==> config.mk <==
export PLATFORM = sky130hd
export DESIGN_NAME = sync_timing_gen
export DESIGN_NICKNAME = d
export VERILOG_FILES = /design/src/rtl/sync_timing_gen.sv
export SDC_FILE = /design/constraint.sdc
export NUM_CORES = 1
export LEC_CHECK = 0
export ABC_AREA = 0
export CAP_MARGIN = 20
export CELL_PAD_IN_SITES_DETAIL_PLACEMENT = 1
export CELL_PAD_IN_SITES_GLOBAL_PLACEMENT = 1
export CORE_ASPECT_RATIO = 1.75
export CORE_MARGIN = 1
export CORE_UTILIZATION = 48
export CTS_BUF_LIST = sky130_fd_sc_hd__clkbuf_2 sky130_fd_sc_hd__clkbuf_4 sky130_fd_sc_hd__clkbuf_8
export CTS_CLUSTER_DIAMETER = 80
export DETAILED_ROUTE_END_ITERATION = 10
export GPL_ROUTABILITY_DRIVEN = 0
export GPL_TIMING_DRIVEN = 0
export PLACE_DENSITY = 0.92
export SKIP_LAST_GASP = 1
export SYNTH_ARGS = -nofsm -noshare
export SYNTH_HDL_FRONTEND = slang
export SYNTH_SLANG_ARGS = --single-unit
export TNS_END_PERCENT = 10
==> constraint.sdc <==
create_clock -name PCLK -period 5.5 [get_ports PCLK]
set_input_delay 1.1 -clock PCLK [delete_from_list [all_inputs] [get_ports PCLK]]
set_output_delay 1.1 -clock PCLK [all_outputs]
set_load 0.02 [all_outputs]
==> src/rtl/sync_timing_gen.sv <==
// rtl/sync_timing_gen.sv - raster sync timing generator (HS, VS, DE, pixel coordinates)
// Counters walk active -> front porch -> sync -> back porch; outputs are registered decodes of them.
module sync_timing_gen #(
   parameter int H_ACTIVE = 640,
   parameter int H_FP     = 16,
   parameter int H_SYNC   = 96,
   parameter int H_BP     = 48,
   parameter int V_ACTIVE = 480,
   parameter int V_FP     = 10,
   parameter int V_SYNC   = 2,
   parameter int V_BP     = 33,
   parameter bit HS_POL   = 1'b0,
   parameter bit VS_POL   = 1'b0
) (
   input  logic        PCLK,
   input  logic        RST_N,
   input  logic        EN,
   output logic        HS,
   output logic        VS,
   output logic        DE,
   output logic [11:0] X,
   output logic [11:0] Y,
   output logic        FRAME_START
);

   localparam int H_TOTAL = H_ACTIVE + H_FP + H_SYNC + H_BP;
   localparam int V_TOTAL = V_ACTIVE + V_FP + V_SYNC + V_BP;

   if (H_TOTAL > 4096 || V_TOTAL > 4096) begin : g_total_too_large
      $error("sync_timing_gen: line or frame total exceeds 12-bit counter range");
   end

   // 13-bit window bounds so a sync window ending exactly at 4096 still compares correctly
   localparam logic [12:0] H_ACT_END  = 13'(H_ACTIVE);
   localparam logic [12:0] HS_BEGIN   = 13'(H_ACTIVE + H_FP);
   localparam logic [12:0] HS_END     = 13'(H_ACTIVE + H_FP + H_SYNC);
   localparam logic [12:0] V_ACT_END  = 13'(V_ACTIVE);
   localparam logic [12:0] VS_BEGIN   = 13'(V_ACTIVE + V_FP);
   localparam logic [12:0] VS_END     = 13'(V_ACTIVE + V_FP + V_SYNC);
   localparam logic [11:0] H_LAST     = 12'(H_TOTAL - 1);
   localparam logic [11:0] V_LAST     = 12'(V_TOTAL - 1);

   logic [11:0] h_q, h_d;
   logic [11:0] v_q, v_d;
   logic        hs_q, hs_d;
   logic        vs_q, vs_d;
   logic        de_q, de_d;
   logic [11:0] x_q, x_d;
   logic [11:0] y_q, y_d;
   logic        fs_q, fs_d;

   logic        h_in_active;
   logic        v_in_active;
   logic        h_in_sync;
   logic        v_in_sync;
   logic        h_wrap;

   always_comb begin
      h_in_active = ({1'b0, h_q} < H_ACT_END);
      v_in_active = ({1'b0, v_q} < V_ACT_END);
      h_in_sync   = ({1'b0, h_q} >= HS_BEGIN) && ({1'b0, h_q} < HS_END);
      v_in_sync   = ({1'b0, v_q} >= VS_BEGIN) && ({1'b0, v_q} < VS_END);
      h_wrap      = (h_q == H_LAST);
   end

   // Everything holds while EN is low, so resuming continues on the very next pixel
   always_comb begin
      h_d  = h_q;
      v_d  = v_q;
      hs_d = hs_q;
      vs_d = vs_q;
      de_d = de_q;
      x_d  = x_q;
      y_d  = y_q;
      fs_d = fs_q;
      if (EN) begin
         h_d = h_wrap ? 12'd0 : h_q + 12'd1;
         if (h_wrap) begin
            v_d = (v_q == V_LAST) ? 12'd0 : v_q + 12'd1;
         end
         hs_d = h_in_sync ? HS_POL : ~HS_POL;
         vs_d = v_in_sync ? VS_POL : ~VS_POL;
         de_d = h_in_active && v_in_active;
         x_d  = (h_in_active && v_in_active) ? h_q : 12'd0;
         y_d  = (h_in_active && v_in_active) ? v_q : 12'd0;
         fs_d = (h_q == 12'd0) && (v_q == 12'd0);
      end
   end

   always_ff @(posedge PCLK or negedge RST_N) begin
      if (!RST_N) begin
         h_q  <= 12'd0;
         v_q  <= 12'd0;
         hs_q <= ~HS_POL;
         vs_q <= ~VS_POL;
         de_q <= 1'b0;
         x_q  <= 12'd0;
         y_q  <= 12'd0;
         fs_q <= 1'b0;
      end else begin
         h_q  <= h_d;
         v_q  <= v_d;
         hs_q <= hs_d;
         vs_q <= vs_d;
         de_q <= de_d;
         x_q  <= x_d;
         y_q  <= y_d;
         fs_q <= fs_d;
      end
   end

   assign HS          = hs_q;
   assign VS          = vs_q;
   assign DE          = de_q;
   assign X           = x_q;
   assign Y           = y_q;
   assign FRAME_START = fs_q;

endmodule

==> results_slide.txt <==
Physical Implementation Snapshot

Clocking
  • Setup Fix Bufs, Post-CTS: 0
  • Clock-pin slew on the worst setup and hold paths: 0.10 ns
  • PostCTS Resize Cnt: 0
  • CTS Buf Count: 5
  • Root buf cell: clkbuf_8
  • CTS sink cnt: between 50 and 60
  • CTS H-tree depth: 2
  • Worst skew pair latency: ~0.31 ns
  • Hold-fix buffers, CTS: 0
  • Clock buffer depth: 2
  • CTS tree: built

Min path
  • Cell depth of the worst hold path: 1
  • Min-Delay Path Class: flop to flop
  • Worst Hold End: DE

Floorplan
  • Top-level I/O count: 31
  • Row count: 33
  • Init Core Util: between 40% and 50%
  • Die Size: 0.00512 mm²
  • Die X: 54.5 µm
  • Placeable Area: about 0.0047 mm²
  • Die height: 93.9 µm

Layout
  • Fin util: 60.0%
  • Design area: 0.00280 mm²
  • Multi-input gates: approximately 130
  • ANT cells: 0
  • Fin nets: 255
  • Count of plain and timing-repair buffers: about 45
  • Logic area: 907 µm²
  • Area Growth Syn to Fin: 21.0%
  • Clock buf count: 6
  • Most frequent logic cell in the layout: dfrtp_1
  • Signal buffers share of area: 13.3%
  • Cell class ranked first by area: flip-flops and latches
  • Inverters: 11
  • Most frequent cells in the layout: dfrtp_1, clkdlybuf4s50_1, a22o_1, nand2_1
  • Comb/total area: 32.4%

Place
  • Place WS: 2.20 ns
  • DP HPWL: 4070 µm
  • Placed instance area: 0.00269 mm²
  • Post-Place Cells: 293
  • Port Buffer Count: 29

Drt
  • 1st-pass router iterations: 4
  • DRT iter0 DRCs: about 41
  • Post-DRT Antenna Nets: 0
  • Vias/cell: approximately 6

Synthesis
  • # Cells Yosys: 210
  • Ys flops: between 50 and 60
  • Synthesized area per cell: about 11 µm²
  • Syn nets: between 200 and 250
  • Sequential fraction of the synthesis area: a little under three fifths
  • Mapped cell area: approximately 0.0023 mm²
  • Post-Synthesis Cells: 210
  • Area leader share: 54.1%
  • Distinct cells, synth: 35
  • Area leader, netlist: dfrtp_1

Timing
  • RSZ-0062 raised after global routing: no
  • Pins Over Slew Limit: 0
  • Finish-stage setup viols: 0
  • Crit path time final: 2.96 ns
  • Slew HR: a little over half
  • Final setup margin: 2.54 ns
  • Final Cycle Share: approximately 54%
  • Setup_tns: 0 ns
  • Final clock skew: 0.0152 ns
  • Fmax: 338 MHz

Worst setup path
  • WP data required: 5.72 ns
  • CP Max Fanout: 10
  • WP buf/inv: 2
  • Worst setup SP type: input pin
  • Worst reg2reg path startpoint: h_q[0]
  • Worst Setup SP: EN
  • Worst reg2reg path endpoint: v_q[10]
  • Internal reg-to-reg setup slack: 2.99 ns
  • CP Capture Point: v_q[10]
  • CP Class: input pin to flop
  • CP peak stage delay: roughly 0.65 ns
  • Cell Chain, Critical Path: clkbuf_1 -> nand4_1 -> or4_4 -> buf_6 -> or4b_1 -> o21ai_0
  • Crit path arrival time: 3.18 ns

Global route
  • First-pass GRT wire length: around 9300 µm
  • Number of global-route vias before repair: 1874
  • Grt total ovfl: 0
  • Pin count of the biggest net entering global routing: 33

Outcome
  • Status: completed

Pwr
  • Total power: 792 µW
  • Pleak: 1.26 nW
  • Power Dens Cells: between 200 and 300 mW/mm²
  • Max IR drop VDD: 0.229 mV

Flow run
  • MaxCap Viol Count: 0
  • Tool warnings: 28
## Yosys cell counts
| cell type | instances |
|---|---|
| dfrtp_1 | 50 |
| clkbuf_1 | 10 |
| nor4_1 | 5 |
| nor4bb_1 | 1 |
| a22o_1 | 18 |
| or4b_1 | 4 |
| mux2i_1 | 5 |
| a21o_1 | 2 |
| nand3_1 | 11 |
| nor2_1 | 9 |
| nor2b_1 | 6 |
| xnor2_1 | 9 |
| or3_1 | 2 |
| a41oi_1 | 2 |
| or2_2 | 1 |
| o21ai_0 | 6 |
| o41ai_1 | 1 |
| and4_2 | 1 |
| or4_4 | 1 |
| ha_1 | 4 |
| nor3_1 | 4 |
| xor2_1 | 3 |
| o21a_1 | 1 |
| buf_1 | 1 |
| nor3b_1 | 1 |
| and3_1 | 2 |
| dfstp_2 | 2 |
| a21oi_1 | 8 |
| inv_1 | 11 |
| nand4_1 | 8 |
| buf_2 | 2 |
| nand2_1 | 14 |
| and4_1 | 3 |
| buf_6 | 1 |
| nor4b_1 | 1 |
## cell families after synthesis
group	Yosys count	share of synthesized area, %
simple gates	74	18.4
fa+ha+maj	4	2.16
xor+xnor	12	4.54
flops	52	56.3
buf+inv	25	4.49
mux	5	2.16
compound gates	38	11.9
## layer usage
layer	GRT usage, %	share of wire, %	wire length, µm
met1	29.7	40	2230
met2	44.1	56	3120
met3	4.85	2.7	150
met4	9.83	2.0	114
met5	0	0	0
## where the power goes
part / internal (mW) / total (mW) / leakage, nW / switching [mW]
registers: 0.403 / 0.432 / 0.689 / 0.0297
logic: 0.0360 / 0.0909 / 0.508 / 0.0550
clock network: 0.140 / 0.269 / 0.0586 / 0.128
## sequential cells by signal, summed over array words and instances (netlist names)
name / cells
X: 12
Y: 12
h_q: 12
v_q: 12
DE: 1
FRAME_START: 1
HS: 1
VS: 1
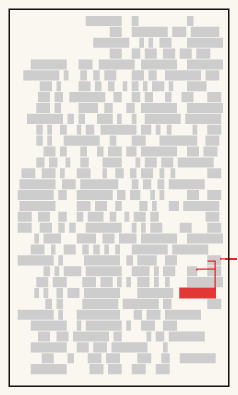
*Port wiring*
Drawn at 4 px/µm.
| color | port | bits | direction | end cells | buffers | wire |
|---|---|---|---|---|---|---|
| red | `DE` | 1 | output | 1 | 1 | 15.2 µm |

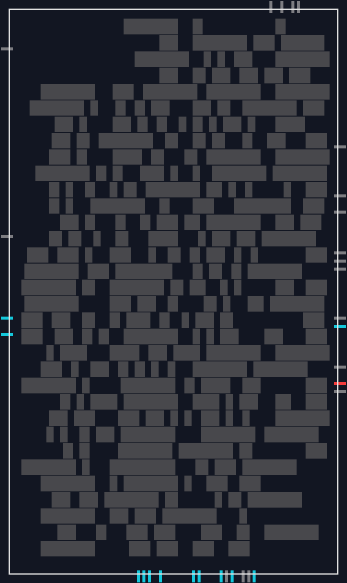
*Pin placement*
Drawn at 6 px/µm. Pins as bars across the die edge, other pins in gray.
| color | port | pins | direction | edge |
|---|---|---|---|---|
| cyan | `Y` | 12 | output | 9 south, 2 west, 1 east |
| red | `DE` | 1 | output | east |
all pins by edge: 12 south, 11 east, 4 west, 4 north

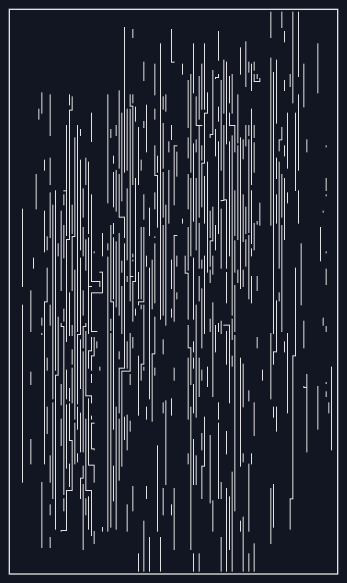
*Metal 2*
Drawn at 6 px/µm.
wire length on this layer: 3120 µm
nets with wire on the layer: 227
WL final: 5620 µm
GR Util met2: 44.1%
Vias: 1808

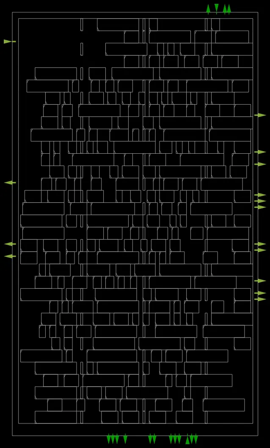
*Placed standard cells*
Final Non-Filler Cells: 301
tap cells: 52
fillcell total: 510
flip-flops: 52
flop share of the area: 46.5%

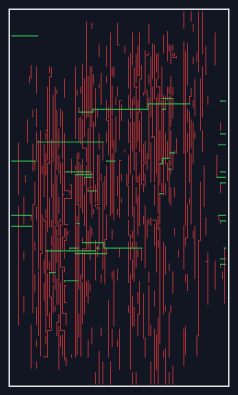
*Signal wires by layer*
Drawn at 4 px/µm. Two of the layers only.
| color | layer | wire length |
|---|---|---|
| red | metal 2 | 3120 µm |
| green | metal 3 | 151 µm |
Routed wire per std cell: 18.7 µm
All-Layer GR Usage: 25.6%

No activity file was given, so power comes from the tool's default toggle rates.
